==> src/rtl/regfile_sb.sv <==
// rtl/regfile_sb.sv - register file with synchronous read ports and a pending-write scoreboard
module regfile_sb #(
    parameter int RFW = 5,
    parameter int DW  = 32,
    parameter int PCW = 2
) (
    input  logic           i_clk,
    input  logic           i_rst,
    input  logic [RFW-1:0] i_rs1,
    input  logic [RFW-1:0] i_rs2,
    input  logic           i_rd_en,
    output logic [DW-1:0]  o_rs1_data,
    output logic [DW-1:0]  o_rs2_data,
    output logic           o_stall,
    input  logic           i_issue_valid,
    input  logic [RFW-1:0] i_issue_rd,
    output logic           o_issue_ready,
    input  logic           i_rf_we,
    input  logic [RFW-1:0] i_wb_rd,
    input  logic [DW-1:0]  i_wb_data
);
    localparam int DEPTH = 1 << RFW;
    localparam logic [PCW-1:0] PMAX = '1;

    logic [DW-1:0]    r_mem  [DEPTH];
    logic [PCW-1:0]   r_pend [DEPTH];
    logic [DW-1:0]    r_rs1_data;
    logic [DW-1:0]    r_rs2_data;

    logic             w_retire;
    logic             w_issue;
    logic             w_rs1_busy;
    logic             w_rs2_busy;
    logic [DW-1:0]    w_rs1_val;
    logic [DW-1:0]    w_rs2_val;
    logic [DEPTH-1:0] w_inc;
    logic [DEPTH-1:0] w_dec;

    assign w_retire = i_rf_we && (i_wb_rd != '0);

    // A full counter can still accept an issue when the same register retires this cycle.
    assign o_issue_ready = !((r_pend[i_issue_rd] == PMAX) &&
                             !(w_retire && (i_wb_rd == i_issue_rd)));
    assign w_issue = i_issue_valid && o_issue_ready && (i_issue_rd != '0);

    // The last outstanding write retiring now is forwarded, so it no longer blocks decode.
    assign w_rs1_busy = (i_rs1 != '0) && (r_pend[i_rs1] != '0) &&
                        !(w_retire && (i_wb_rd == i_rs1) && (r_pend[i_rs1] == PCW'(1)));
    assign w_rs2_busy = (i_rs2 != '0) && (r_pend[i_rs2] != '0) &&
                        !(w_retire && (i_wb_rd == i_rs2) && (r_pend[i_rs2] == PCW'(1)));
    assign o_stall = w_rs1_busy || w_rs2_busy;

    assign w_rs1_val = (i_rs1 == '0) ? '0 :
                       (w_retire && (i_wb_rd == i_rs1)) ? i_wb_data : r_mem[i_rs1];
    assign w_rs2_val = (i_rs2 == '0) ? '0 :
                       (w_retire && (i_wb_rd == i_rs2)) ? i_wb_data : r_mem[i_rs2];

    always_comb begin
        w_inc = '0;
        w_dec = '0;
        for (int r = 1; r < DEPTH; r++) begin
            w_inc[r] = w_issue && (i_issue_rd == RFW'(r));
            w_dec[r] = w_retire && (i_wb_rd == RFW'(r));
        end
    end

    always_ff @(posedge i_clk) begin
        if (i_rst) begin
            for (int r = 0; r < DEPTH; r++) begin
                r_mem[r]  <= '0;
                r_pend[r] <= '0;
            end
            r_rs1_data <= '0;
            r_rs2_data <= '0;
        end else begin
            if (w_retire) begin
                r_mem[i_wb_rd] <= i_wb_data;
            end
            for (int r = 1; r < DEPTH; r++) begin
                if (w_inc[r] && !w_dec[r]) begin
                    r_pend[r] <= r_pend[r] + PCW'(1);
                end else if (w_dec[r] && !w_inc[r] && (r_pend[r] != '0)) begin
                    r_pend[r] <= r_pend[r] - PCW'(1);
                end
            end
            if (i_rd_en) begin
                r_rs1_data <= w_rs1_val;
                r_rs2_data <= w_rs2_val;
            end
        end
    end

    assign o_rs1_data = r_rs1_data;
    assign o_rs2_data = r_rs2_data;
endmodule

==> config.mk <==
export PLATFORM = sky130hd
export DESIGN_NAME = regfile_sb
export DESIGN_NICKNAME = d
export VERILOG_FILES = /design/src/rtl/regfile_sb.sv
export SDC_FILE = /design/constraint.sdc
export NUM_CORES = 2
export LEC_CHECK = 0
export CAP_MARGIN = 30
export CORE_MARGIN = 2
export CORE_UTILIZATION = 40
export CTS_CLUSTER_SIZE = 25
export DETAILED_ROUTE_END_ITERATION = 7
export PLACE_DENSITY_LB_ADDON = 0.2
export SYNTH_ARGS = -nofsm -noshare
export SYNTH_HDL_FRONTEND = slang
export SYNTH_SLANG_ARGS = --single-unit
==> constraint.sdc <==
create_clock -name i_clk -period 9.5 [get_ports i_clk]
set_input_delay 0.95 -clock i_clk [delete_from_list [all_inputs] [get_ports i_clk]]
set_output_delay 0.95 -clock i_clk [all_outputs]
set_load 0.05 [all_outputs]
**M2 wires**

Drawn at 1 px/µm.
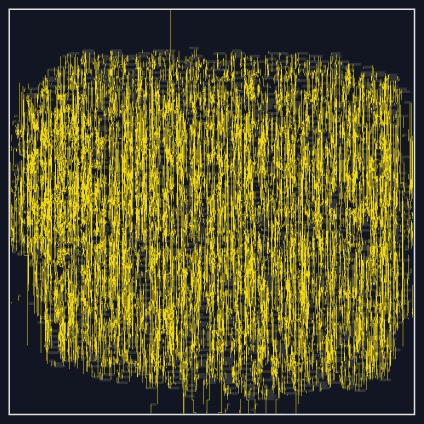
The layer carries 105 mm of wire. The layer holds 44% of the routed length. The wires run mostly vertical. 3,926 nets have wire on it. The longest straight run is 160 µm.
vias after detailed routing: 45,200
Global Route met2 Usage: 43.1%

**Layout detail**

Region (182, 263) to (222, 303) µm. Cells in gray, sequential cells in the stronger gray; small squares are vias.
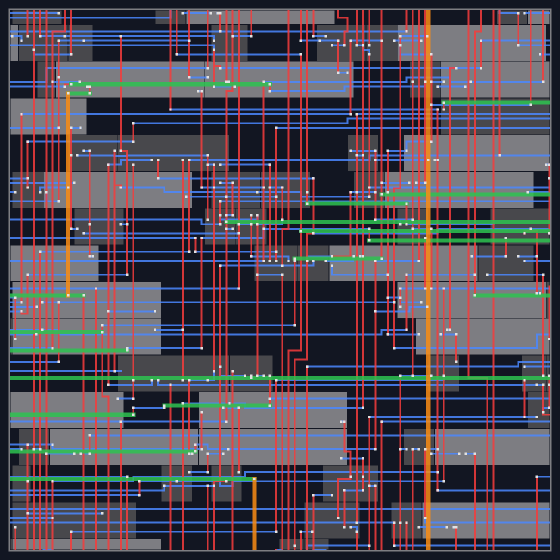
Key: M4 = orange; M3 = green; M1 = blue; M2 = red
Most frequent: edfxtp_1 (20), and2_1 (13), mux2i_1 (6). Sequential cells in the window: 20. Netlist names of flops here include r_mem (20). 57 logic cells have their middle in the window.

**Sequential cells grouped by signal name**

Drawn at 1 px/µm.
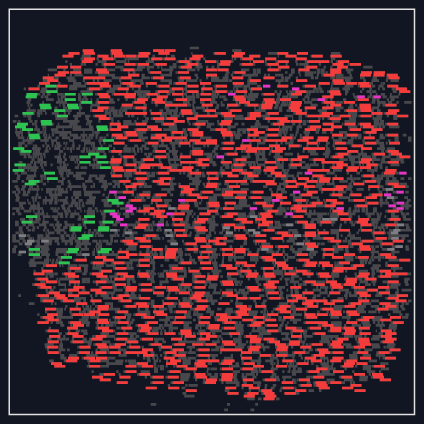
Key: r_mem = red [placed flops 1,024, where all over the die]; r_pend = green [placed flops 62]; o_rs2_data = magenta [placed flops 32]
sequential cell area: 33,900 µm²
flop share of the area: 47.2%

## final timing paths
check	endpoint	start	slack, ns
max	o_stall	i_rs2[0]	3.51
min reg2reg	o_rs1_data[12]	o_rs1_data[12]	0.49
max reg2reg	r_pend[2][0]	r_pend[2][1]	6.21
min	o_rs1_data[12]	o_rs1_data[12]	0.49
## power by group
group          total, W  internal [W]  switching, W
Clock           0.00506       0.00292       0.00214
Sequential      0.00605       0.00585      0.000204
Combinational   0.00171      0.000644       0.00106
## kinds of logic after synthesis
group	share of synthesized area, %
and+or+nand+nor	13.5
DFF	53.0
AOI/OAI and AO/OA	9.51
muxes	20.2
buffers and inverters	3.49
xor gates and xnor gates	0.233
adders and majority gates	0.0196
other	0.00586
## state kept, by name, indices dropped and copies added (netlist names)
signal and cells:
r_mem 1024, r_pend 62, o_rs1_data 32, o_rs2_data 32
## per-layer routing
| layer | part of all wire (%) | global-route usage (%) |
|---|---|---|
| met2 | 44 | 43.1 |
| met4 | 4.8 | 13.1 |
| met1 | 41 | 40.3 |
| met3 | 9.8 | 6.02 |
| met5 | 0.016 | 0 |
## final cells by class
cell class | count | area (µm²)
flip-flops and latches | 1150 | 33900
fillers | 14000 | 86700
clock inverters | 51 | 498
well taps | 2072 | 2590
inverters | 23 | 88.8
clock buffers | 185 | 3700
diodes | 5 | 12.5
repair buffers | 265 | 2680
multi-input cells | 3272 | 28400
## stage by stage
step / power, W / instances / hold WS, ns / cell area (µm²) / util (%)
floorplan: 0.00713 / 4946 / 0.599 / 64100 / -
global placement: 0.00778 / 6761 / 0.475 / 67100 / 42.3
detailed placement: 0.00782 / 6781 / 0.475 / 67600 / 42.6
CTS: 0.0128 / 7017 / 0.489 / 71800 / 45.3
global route: 0.0132 / 7018 / 0.501 / 71800 / 45.3
finish: 0.0128 / 7023 / 0.487 / 71800 / 45.3
==> metrics.log <==
[report] extracting results
INFO  metric status = completed
INFO  metric synth-cells-yosys = between 4,000 and 5,000
INFO  metric powerDensity = about 180 nW/µm²
INFO  metric place_worst_setup_slack = 3.49 ns
INFO  metric cts_resized = 0
INFO  metric first_global_vias = roughly 45,000
INFO  metric final.setup.worst_slack = approximately 3.5 ns
INFO  metric gp_routability_congestion = 0.960
INFO  metric critical_path_depth = 8
INFO  metric tally_of_buffers_added_on_design_ports = approximately 120
INFO  metric crit_slowest_cell = clkdlybuf4s50_1
INFO  metric yosys.cell_types.count = around 80
INFO  metric antenna_left = 0
INFO  metric tritoncts_buffer_count = between 100 and 150
INFO  metric clkLatencyLatePin = slightly below 0.8 ns
INFO  metric power_leakage = 25.5 nW
INFO  metric post_synth_main_area_contributors = edfxtp_1 (51%), mux4_2 (11%), and2_1 (8.5%)
INFO  metric clock_transition_at_the_registers_of_the_reported_paths = about 0.060 ns
INFO  metric areaGrowthSynthToFinish = 12.3%
INFO  metric synthesis.area_per_instance = 13.0 µm²
INFO  metric actual_slew_at_the_worst_max_slew_pin = around 1.1 ns
INFO  metric post_cts_hold_fix_buffer_tally = 0
INFO  metric post_cts_setup_buffer_count = 0
INFO  metric grt_overflow = 0
INFO  metric number_of_detailed_routing_iterations_run_before_antenna_repair = 6
INFO  metric ioPinCount = 123
INFO  metric dp.final_hpwl = 131,000 µm
INFO  metric antenna_violations_before_repair = 19
INFO  metric clock-sinks = between 1,000 and 1,500
INFO  metric hold_path_class = register to register
INFO  metric netlist_area = about 64,000 µm²
INFO  metric rows = roughly 150
INFO  metric drcViolationCount = 0
INFO  metric cts.htree.levels = 4
INFO  metric number_of_cells_on_the_worst_reg_to_reg_path = 7
INFO  metric drtIter0Drc = approximately 5,800
INFO  metric chipWidth = between 400 and 500 µm
INFO  metric timing.final.hold_violations = 0
INFO  metric yosysTopAreaCellShare = 51.0%
INFO  metric worst_slew_margin_rel = 27.2%
INFO  metric synthDominantAreaCellType = edfxtp_1
INFO  metric max-cap-violations = 0
INFO  metric setup-tns-final = 0 ns
INFO  metric cts.root.buffer_cell = clkbuf_16
INFO  metric cell_occurring_most_often_along_the_worst_timing_path = mux4_2
INFO  metric setup_viol_count_final = 0
INFO  metric final_common_cell = edfxtp_1
INFO  metric worstPathBufferInverterCount = 3
INFO  metric layout.cells.most_common_list = edfxtp_1 (1,086), and2_1 (871), mux2i_1 (362)
INFO  metric worstSetupEndpointType = primary output
INFO  metric grt_setup_unrepaired = no
INFO  metric ys_ff = between 1,000 and 1,500
INFO  metric post-synth-top-count-cell = edfxtp_1
INFO  metric coreArea = 159,000 µm²
INFO  metric worst_setup_path_start_kind = input port
INFO  metric final.period_utilization = ~63%
INFO  metric required_time_worst_endpoint = about 8.6 ns
INFO  metric die_h = between 400 and 500 µm
INFO  metric critical-path-top-delay-family = buffers and inverters
INFO  metric highest_ir_drop_seen_on_vdd = a little over 200 µV
INFO  metric nNetsFinal = roughly 4,900
INFO  metric totalWireLength = around 240,000 µm
INFO  metric grt_start_max_net_pins = 102
INFO  metric finalMaxSlewViolations = 0
INFO  metric worstHoldPathCells = 1
INFO  metric stage_log_warnings = 30
INFO  metric ff_type = edfxtp_1
INFO  metric series_of_cell_instances_along_the_critical_path = buf_8 -> buf_4 -> mux4_2 -> mux4_2 -> or2_0 -> a22o_1 -> a221o_1 -> clkdlybuf4s50_1
INFO  metric chip_area = roughly 160,000 µm²
INFO  metric layout_min_cycle_time = between 5 and 6 ns
INFO  metric synth.yosys.chip_area = around 64,000 µm²
INFO  metric asyncSetResetFlopFracSynth = 0%
INFO  metric initCoreUtil = between 40% and 50%
INFO  metric routedWlPerCell = approximately 34 µm
INFO  metric edf_count = 1,086
INFO  metric clock_path_buffers = 3
INFO  metric timing.clock.skew = around 0.031 ns
INFO  metric max_stage_delay = between 0.7 and 0.8 ns
INFO  metric grt_first_pass_wirelength = ~330,000 µm
INFO  metric timing.setup.critical_path_class = input port to primary output
INFO  metric post_synth_most_frequent_cells = edfxtp_1 (1,086), and2_1 (872), mux2i_1 (362)
INFO  metric grt.total_usage = between 20% and 30%
INFO  metric yosys.stat.seqShare = about 53%
INFO  metric critPathArrivalTime = 5.04 ns
INFO  metric via_per_inst = 6.43
INFO  metric worst-path-max-fanout = about 64
INFO  metric synth_warnings = 0
INFO  metric max_clock_freq = 167 MHz
INFO  metric netlist_instances = ~4,900
INFO  metric layout-drive-gt1-share = a little under a fifth
INFO  metric cts_tree = yes
Power figures rest on the tool's default switching activity, not on a simulated workload.
